Run 1, met2 routing:
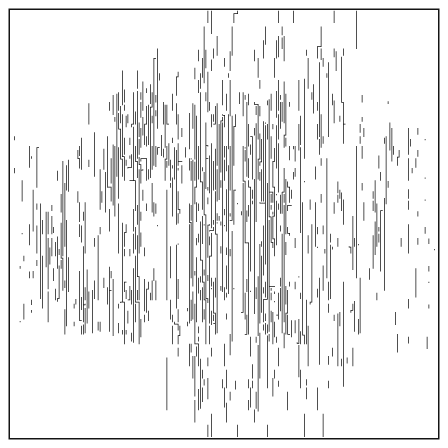
Run 1, the clock network:
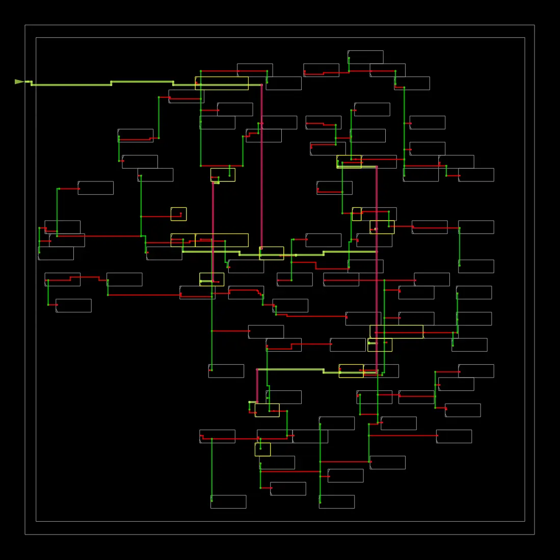
Run 1, cell sizes after repair:
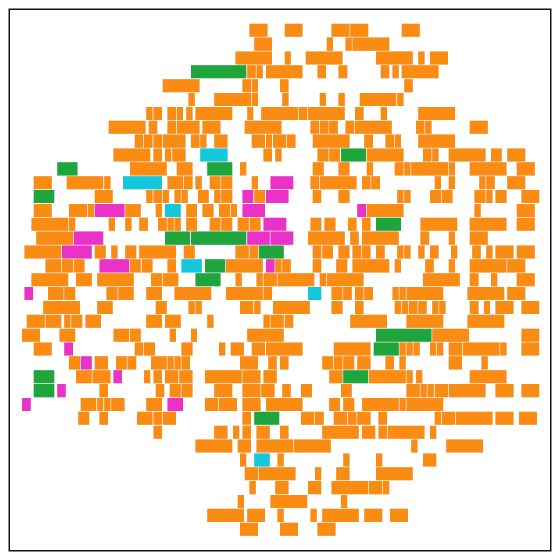
**src/rtl/segment_pattern_decoder.sv**
```systemverilog
// Seven-segment scan decoder: debounces each scanned digit position and
// hands complete frames downstream over a valid/ready handshake.
module segment_pattern_decoder #(
  parameter int STABLE_CYCLES = 4,
  parameter int NUM_DIGITS    = 6
) (
  input  logic                    clock_50Mhz,
  input  logic                    reset,
  input  logic [6:0]              segments_in,
  input  logic [2:0]              digit_sel,
  input  logic                    sample_en,
  input  logic                    frame_done,
  output logic [4*NUM_DIGITS-1:0] out_digits,
  output logic [NUM_DIGITS-1:0]   out_error_mask,
  output logic                    out_valid,
  input  logic                    out_ready,
  output logic                    overrun
);

  localparam logic [3:0] SAT = 4'(STABLE_CYCLES);

  typedef enum logic {
    EMPTY,
    FULL
  } state_t;

  state_t                  state;
  logic [6:0]              last_pattern;
  logic [2:0]              last_sel;
  logic [3:0]              cnt;
  logic [3:0]              cnt_nxt;
  logic                    match;
  logic                    in_range;
  logic                    wr_en;
  logic [3:0]              dec_code;
  logic                    dec_err;
  logic [4*NUM_DIGITS-1:0] slot_code;
  logic [NUM_DIGITS-1:0]   slot_err;

  // Patterns are active-low, listed g..a
  always_comb begin
    dec_code = 4'd15;
    unique case (segments_in)
      7'b1000000: dec_code = 4'd0;
      7'b1111001: dec_code = 4'd1;
      7'b0100100: dec_code = 4'd2;
      7'b0110000: dec_code = 4'd3;
      7'b0011001: dec_code = 4'd4;
      7'b0010010: dec_code = 4'd5;
      7'b0000010: dec_code = 4'd6;
      7'b1111000: dec_code = 4'd7;
      7'b0000000: dec_code = 4'd8;
      7'b0011000: dec_code = 4'd9;
      7'b1111111: dec_code = 4'd10;
      default:    dec_code = 4'd15;
    endcase
    dec_err = (dec_code == 4'd15);
  end

  always_comb begin
    match    = (segments_in == last_pattern) &&
               (digit_sel == last_sel);
    in_range = ({29'd0, digit_sel} < NUM_DIGITS);
    cnt_nxt  = 4'd1;
    if (match) begin
      cnt_nxt = (cnt == SAT) ? cnt : cnt + 4'd1;
    end
    // One write per stable run; a depth of one rewrites every sample
    wr_en = sample_en && in_range &&
            (cnt_nxt == SAT) &&
            ((SAT == 4'd1) || !match || (cnt != SAT));
  end

  always_ff @(posedge clock_50Mhz) begin
    if (reset) begin
      last_pattern <= 7'b1111111;
      last_sel     <= 3'd0;
      cnt          <= 4'd0;
      slot_code    <= {NUM_DIGITS{4'd10}};
      slot_err     <= '0;
    end else if (sample_en) begin
      last_pattern <= segments_in;
      last_sel     <= digit_sel;
      cnt          <= cnt_nxt;
      for (int i = 0; i < NUM_DIGITS; i++) begin
        if (wr_en && (digit_sel == 3'(i))) begin
          slot_code[4*i +: 4] <= dec_code;
          slot_err[i]         <= dec_err;
        end
      end
    end
  end

  // Frame copy sees pre-write slots, so a same-edge write lands next frame
  always_ff @(posedge clock_50Mhz) begin
    if (reset) begin
      state          <= EMPTY;
      out_valid      <= 1'b0;
      overrun        <= 1'b0;
      out_digits     <= {NUM_DIGITS{4'd10}};
      out_error_mask <= '0;
    end else begin
      unique case (state)
        EMPTY: begin
          if (frame_done) begin
            out_digits     <= slot_code;
            out_error_mask <= slot_err;
            out_valid      <= 1'b1;
            state          <= FULL;
          end
        end
        FULL: begin
          if (frame_done && out_ready) begin
            out_digits     <= slot_code;
            out_error_mask <= slot_err;
          end else if (frame_done) begin
            overrun <= 1'b1;
          end else if (out_ready) begin
            out_valid <= 1'b0;
            state     <= EMPTY;
          end
        end
        default: begin
          state     <= EMPTY;
          out_valid <= 1'b0;
        end
      endcase
    end
  end

endmodule

```
**config.mk**
```make
export PLATFORM = sky130hd
export DESIGN_NAME = segment_pattern_decoder
export DESIGN_NICKNAME = d
export VERILOG_FILES = /design/src/rtl/segment_pattern_decoder.sv
export SDC_FILE = /design/constraint.sdc
export NUM_CORES = 1
export LEC_CHECK = 0
export CAP_MARGIN = 20
export CORE_MARGIN = 2
export CORE_UTILIZATION = 35
export CTS_CLUSTER_SIZE = 20
export DETAILED_ROUTE_END_ITERATION = 8
export GPL_TIMING_DRIVEN = 0
export SYNTH_ARGS = -nofsm -noshare
export SYNTH_HDL_FRONTEND = slang
export SYNTH_SLANG_ARGS = --single-unit
```
**constraint.sdc**
```tcl
create_clock -name clock_50Mhz -period 2.65 [get_ports clock_50Mhz]
set_input_delay 0.3975 -clock clock_50Mhz [delete_from_list [all_inputs] [get_ports clock_50Mhz]]
set_output_delay 0.3975 -clock clock_50Mhz [all_outputs]
set_load 0.005 [all_outputs]
```
==> job_summary.md, run 1 <==
### Yosys + OpenROAD results

| Metric | Value |
|---|---|
| Power spent charging and discharging nets | 0.603 mW |
| Detailed Place HPWL | 6.81 mm |
| Worst path max stage delay | 0.59 ns |
| Post-synthesis average cell area | 8.44 um^2 |
| Leading cell type by number of instances after synthesis | sky130_fd_sc_hd__dfxtp_1 |
| Count of buffers from port buffering | 39 |
| Cell count after synthesis | 431 |
| Global-route track usage on met3 | 0.0392 |
| Most heavily used metal layer in global routing | met2 |
| Result of the run | finished clean |
| Max-Slew Margin vs Limit | 0.516 |
| Clock tree from TritonCTS | built |
| Fraction of power spent switching nets | 0.240 |
| Total length of routed met2 wires | 4.20 mm |
| Chip Height | 106 um |
| Number of DRC violations after detailed routing | 0 |
| Critical path fanouts, max | 10 |
| Compound-cell area share of the yosys netlist | 0.177 |
| Accumulated negative setup slack | 0 ns |
| Warnings from Yosys | 0 |
| Clk latency late pin | 0.35 ns |
About 'met2 routing':
413 nets have wire on it. The longest straight run is 41.8 um.
total number of vias: 3274
met2 global-route usage: 0.280

About 'the clock network':
total CTS buffers: 9
number of clock buffers in the layout: 9

About 'cell sizes after repair':
Key: cyan = _3 and _4 cells [cells 6, share 1.2%, most used clkinv_4]; magenta = _2 cells [cells 20, share 4.1%]; green = _6 and larger [cells 17, share 3.5%, most used clkbuf_8]; orange = _0 and _1 cells [cells 442, share 91%, most used dfxtp_1]
Finished Cell Area: 4440 um^2
final setup margin: 0.253 ns
Layout Area Growth over Synthesis: 21.9%
count of plain and timing-repair buffers: 73

## run 1: worst paths after layout
| kind | cells past startpoint | to | from |
|---|---|---|---|
| max | 7 | slot_code[18]$_SDFFE_PP0P_ | digit_sel[0] |
| min | 2 | last_pattern[0]$_SDFFE_PP1P_ | segments_in[0] |
| max reg2reg | 7 | slot_code[22]$_SDFFE_PP0P_ | cnt[0]$_SDFFE_PP0P_ |
| min reg2reg | 2 | out_error_mask[1]$_SDFFE_PP0P_ | slot_err[1]$_SDFFE_PP0P_ |
## run 1: final cells by class
type                       instances  share of cell area
buffer                            34              0.0398
clock inverter                     6              0.0254
timing repair buffer              39              0.0880
inverter                           4             0.00338
multi-input combinational        316               0.430
tap                              136              0.0383
clock buffer                       9              0.0279
sequential                        77               0.347
==> inputs of run 2 (changes only) <==
ABC_CLOCK_PERIOD_IN_PS = 2650   (was not set)
==> run 2 against run 1 <==
Critical path depth unchanged. Synthesized cell count did not move. Final cell count stayed put. Maximum frequency is the same. Worst hold slack is the same. Clock power hardly changed. Sequential power about the same. Non-clock buffer count did not move. Sequential cell count unchanged. Register-to-register slack about the same. Global-route usage is the same. Via count did not move.
==> job_summary.md, run 2 <==
### Yosys + OpenROAD results

| Metric | Value |
|---|---|
| Result of the run | finished clean |
| Area leader, netlist | sky130_fd_sc_hd__dfxtp_1 |
| Cell count after synthesis | 431 |
| Sequential fraction of total cell area | 0.347 |
| Clk latency late pin | 0.35 ns |
| Global-route track usage on met3 | 0.0392 |
| Post-synthesis average cell area | 8.44 um^2 |
| Reg-to-reg critical path endpoint | slot_code[22]$_SDFFE_PP0P_ |
| Number of DRC violations after detailed routing | 0 |
| Most heavily used metal layer in global routing | met2 |
| Cells on worst reg2reg path | 7 |
| Layout Area Growth over Synthesis | 21.9% |
| Asr flop ratio synth | 0 |
| Worst setup path start | digit_sel[0] |
| Critical path fanouts, max | 10 |
| Final setup margin | 0.253 ns |
| Warnings from Yosys | 0 |
| Leading cell type by number of instances after synthesis | sky130_fd_sc_hd__dfxtp_1 |
| Comb_multi_in | 316 |
| Detailed Place HPWL | 6.81 mm |
| Compound-cell area share of the yosys netlist | 0.177 |
| Clock tree from TritonCTS | built |
| Destination of the critical timing path | slot_code[18]$_SDFFE_PP0P_ |
| Count of plain and timing-repair buffers | 73 |
| Met2 global-route usage | 0.280 |
| Max-Slew Margin vs Limit | 0.516 |
| Total number of vias | 3274 |
| Reg2reg start | cnt[0]$_SDFFE_PP0P_ |
| Metal1 wirelength | 4.66 mm |
| Leakage power total | 1.52 nW |
| Portion of the layout cell area used by non-clock buffers | 0.128 |
| Count of buffers from port buffering | 39 |
| Portion of synthesized cell area occupied by the leading cell type | 0.424 |
| Clock tree cell share of total cell area | 0.0533 |
| Total length of routed met2 wires | 4.20 mm |
| Finished Cell Area | 4440 um^2 |
| Fraction of power spent switching nets | 0.240 |
| Accumulated negative setup slack | 0 ns |
| Startpoint of the lowest-slack hold path | segments_in[0] |
| WHS Endpoint | last_pattern[0]$_SDFFE_PP1P_ |
| Total number of tap cells | 136 |
| Largest area class, layout | combinational gates |
| Count of flip-flops and latches | 77 |
| Pin count of the biggest net entering global routing | 14 |
| Power spent charging and discharging nets | 0.603 mW |
| Number of clock buffers in the layout | 9 |
| Number of non-clock inverters in the layout | 4 |
| Logic share of the area | 0.430 |
| Chip Height | 106 um |
==> run 2: critical path, cell delays in order <==
cell	delay (ns)
sky130_fd_sc_hd__clkdlybuf4s50_1	0.57
sky130_fd_sc_hd__xnor2_1	0.17
sky130_fd_sc_hd__nand4_1	0.15
sky130_fd_sc_hd__nor4_1	0.59
sky130_fd_sc_hd__clkbuf_1	0.43
sky130_fd_sc_hd__a21oi_1	0.13
sky130_fd_sc_hd__a211oi_1	0.23
==> run 2: cells by family (layout without fill, tap and decap cells) <==
family                     count (synthesis)  after routing
xor gates and xnor gates                  12             12
buffers and inverters                     38             92
DFF                                       77             77
AOI/OAI and AO/OA                        106            106
and+or+nand+nor                          192            192
adders and majority gates                  2              2
muxes                                      4              4
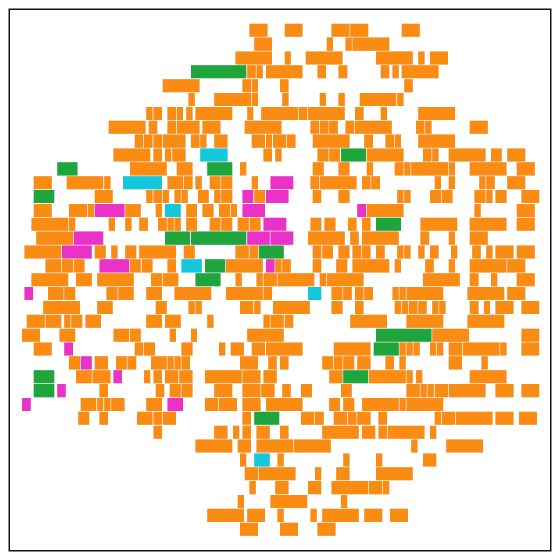
Run 2: cell sizes after repair
Key: green = _6 and larger [cells 17, share 3.5%, most used clkbuf_8]; magenta = _2 cells [cells 20, share 4.1%]; orange = _0 and _1 cells [cells 442, share 91%, most used dfxtp_1]; cyan = _3 and _4 cells [cells 6, share 1.2%, most used clkinv_4]

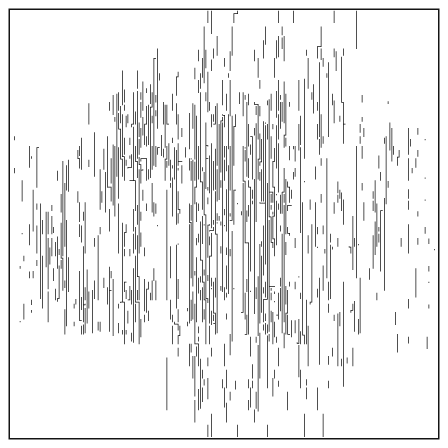
Run 2: met2 routing
413 nets have wire on it. The layer carries 4200 um of wire. The layer holds 44% of the routed length. The longest straight run is 41.8 um. The wires run mostly vertical.

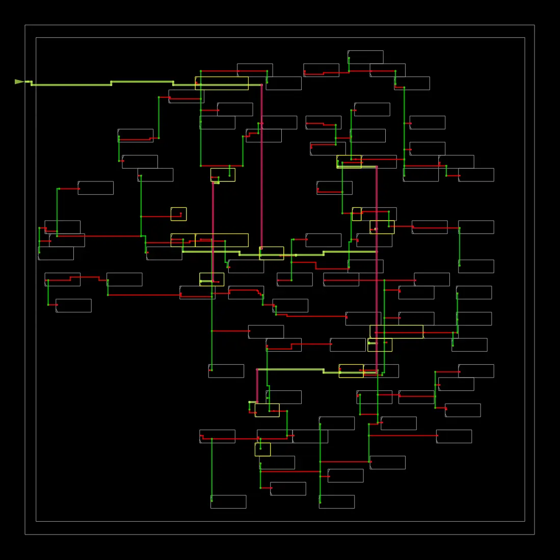
Run 2: the clock network
clk_skew: 0.00982 ns
Clk. pwr: 1.07 mW
number of clock sinks seen by CTS: 77

==> inputs of run 3 (changes only) <==
ABC_AREA = 1   (was not set)
PLACE_DENSITY = 0.6   (was not set)
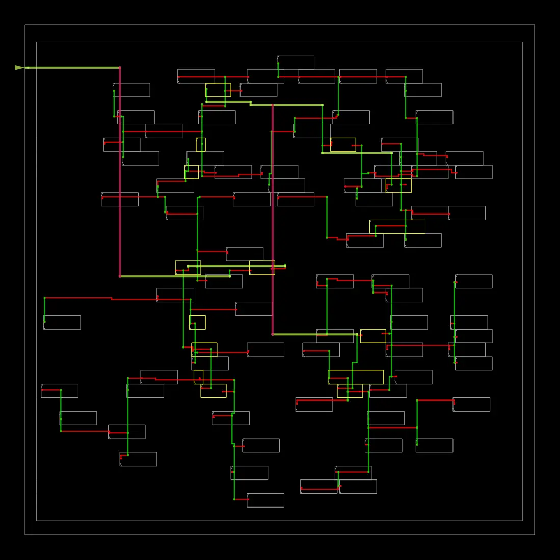
Run 3: the clock network
count of flip-flops and latches: 77
Clk. pwr: 0.965 mW
clk latency late pin: 0.36 ns
clk_skew: 0.0108 ns

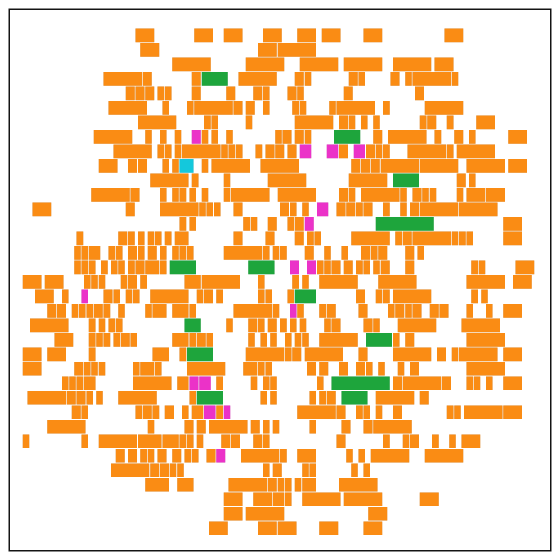
Run 3: cell sizes after repair
Key: cyan = _3 and _4 cells [cells 1, share 0.19%, most used clkinvlp_4]; magenta = _2 cells [cells 15, share 2.8%]; orange = _0 and _1 cells [cells 511, share 95%, most used nand2_1]; green = _6 and larger [cells 13, share 2.4%, most used clkbuf_8]
Layout Area Growth over Synthesis: 24.1%
Finished Cell Area: 4110 um^2
final setup margin: 0.548 ns
count of plain and timing-repair buffers: 64

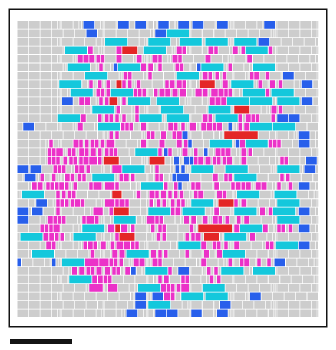
Run 3: cells coloured by class
Bar = 20 um. Fill, decap, tap and diode cells in grey.
Key: magenta = combinational and other logic [cells 384, share of their area 42%]; blue = remaining buffers and delay cells [cells 64, share of their area 13%]; cyan = sequential cells [cells 77, share of their area 39%]; red = clock drivers and dummy loads [cells 15, share of their area 5.3%]
sequential fraction of total cell area: 0.375
end-of-flow core utilization: 0.447
Core Rows: 35
area of the core: 9200 um^2

==> run 3 against run 2 <==
Register-to-register slack improved by 0.31 ns. Highest routed layer unchanged. First-iteration DRC count fell by 45%. Worst setup slack improved by 0.30 ns. Largest cell class unchanged. Synthesized cell count rose by 11%. Routed wire length fell by 17%. Die size fell by 8.6%. Sequential power barely moved. Sequential share of layout area rose by 2.7 points. Synthesized area fell by 8.9%. Worst hold slack improved by 0.14 ns. Maximum frequency rose by 14%. Via count fell by 4.3%.
==> job_summary.md, run 3 <==
### Yosys + OpenROAD results

| Metric | Value |
|---|---|
| Area leader, netlist | sky130_fd_sc_hd__dfxtp_1 |
| Reg clk slew, reported paths | 0.08 ns |
| Number of clock buffers in the layout | 9 |
| Compound-cell area share of the yosys netlist | 0.0985 |
| Comb_multi_in | 347 |
| Combinational power | 0.280 mW |
| Largest area class, layout | combinational gates |
| Count of buffers from port buffering | 45 |
| Logic share of the area | 0.377 |
| Number of clock sinks seen by CTS | 77 |
| Most heavily used metal layer in global routing | met2 |
| Warnings from Yosys | 0 |
| Category of the worst setup path capture point | register |
| Delay-heaviest family, CP | simple AND/OR/NAND/NOR gates |
| Portion of the layout cell area used by non-clock buffers | 0.130 |
| Leakage power total | 1.86 nW |
| Slowest-stage cell, CP | sky130_fd_sc_hd__nor3_1 |
| Critical path fanouts, max | 10 |
| Number of DRC violations after detailed routing | 0 |
| Number of buffer and inverter stages on the critical path | 3 |
| Portion of synthesized cell area occupied by the leading cell type | 0.465 |
| Metal1 wirelength | 3.76 mm |
| Ordered cell list for the critical path | clkdlybuf4s50_1 > inv_2 > nor2_1 > inv_1 > nor3_1 > nand2_2 > nand2_1 > nand3_1 |
| Post-synthesis average cell area | 6.91 um^2 |
| Post-placement cell count | 636 |
| Detailed Place HPWL | 5.84 mm |
| Max-Slew Margin vs Limit | 0.384 |
| Pin count of the biggest net entering global routing | 14 |
| Clock tree cell share of total cell area | 0.0511 |
| Cell count after synthesis | 480 |
| Total tool warning count | 27 |
| Global-route track usage on met3 | 0.0449 |
| Worst path max stage delay | 0.71 ns |
| Total number of tap cells | 111 |
| Result of the run | finished clean |
| Clock tree from TritonCTS | built |
| DIE AREA | 10300 um^2 |
| Met2 global-route usage | 0.269 |
| Number of non-clock inverters in the layout | 37 |
| Accumulated negative setup slack | 0 ns |
| Leading cell type by number of instances after synthesis | sky130_fd_sc_hd__nand2_1 |
| Chip Height | 101 um |
| Power spent charging and discharging nets | 0.620 mW |
-- run 3: netlist changes by cell type in the layout (fill, tap and decap cells not counted), sizes merged, moves of 18 or more --
cell and delta:
nand2 +59, nand3b -18, a21oi -19, nand4 -25, inv +32, nand3 +50
nor2 +60
-- run 3: worst paths after layout --
kind	cells after the start	from	slack, ns	endpoint
setup / recovery	8	sample_en	0.55	slot_code[9]$_SDFFE_PP1P_
hold / removal	2	reset	0.46	last_sel[0]$_SDFFE_PP0P_
setup reg to reg	11	cnt[0]$_SDFFE_PP0P_	0.59	slot_code[6]$_SDFFE_PP0P_
hold reg to reg	2	slot_err[3]$_SDFFE_PP0P_	0.46	out_error_mask[3]$_SDFFE_PP0P_

==> notes/layouts.md <==
Pictures saved along the way, in no particular order.

Gate-type map.
shot_01.png
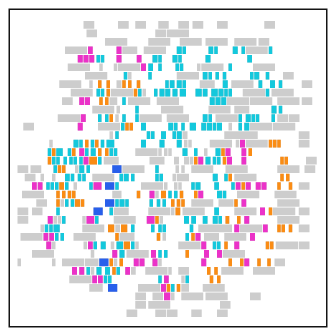
shot_02.png
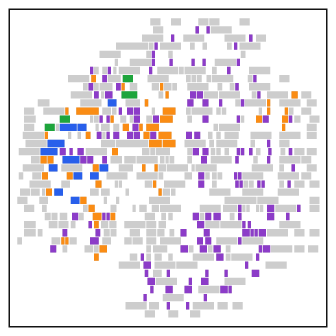
- shot_01.png = run 3
- shot_02.png = run 1

Power figures rest on the tool's default switching activity, not on a simulated workload.
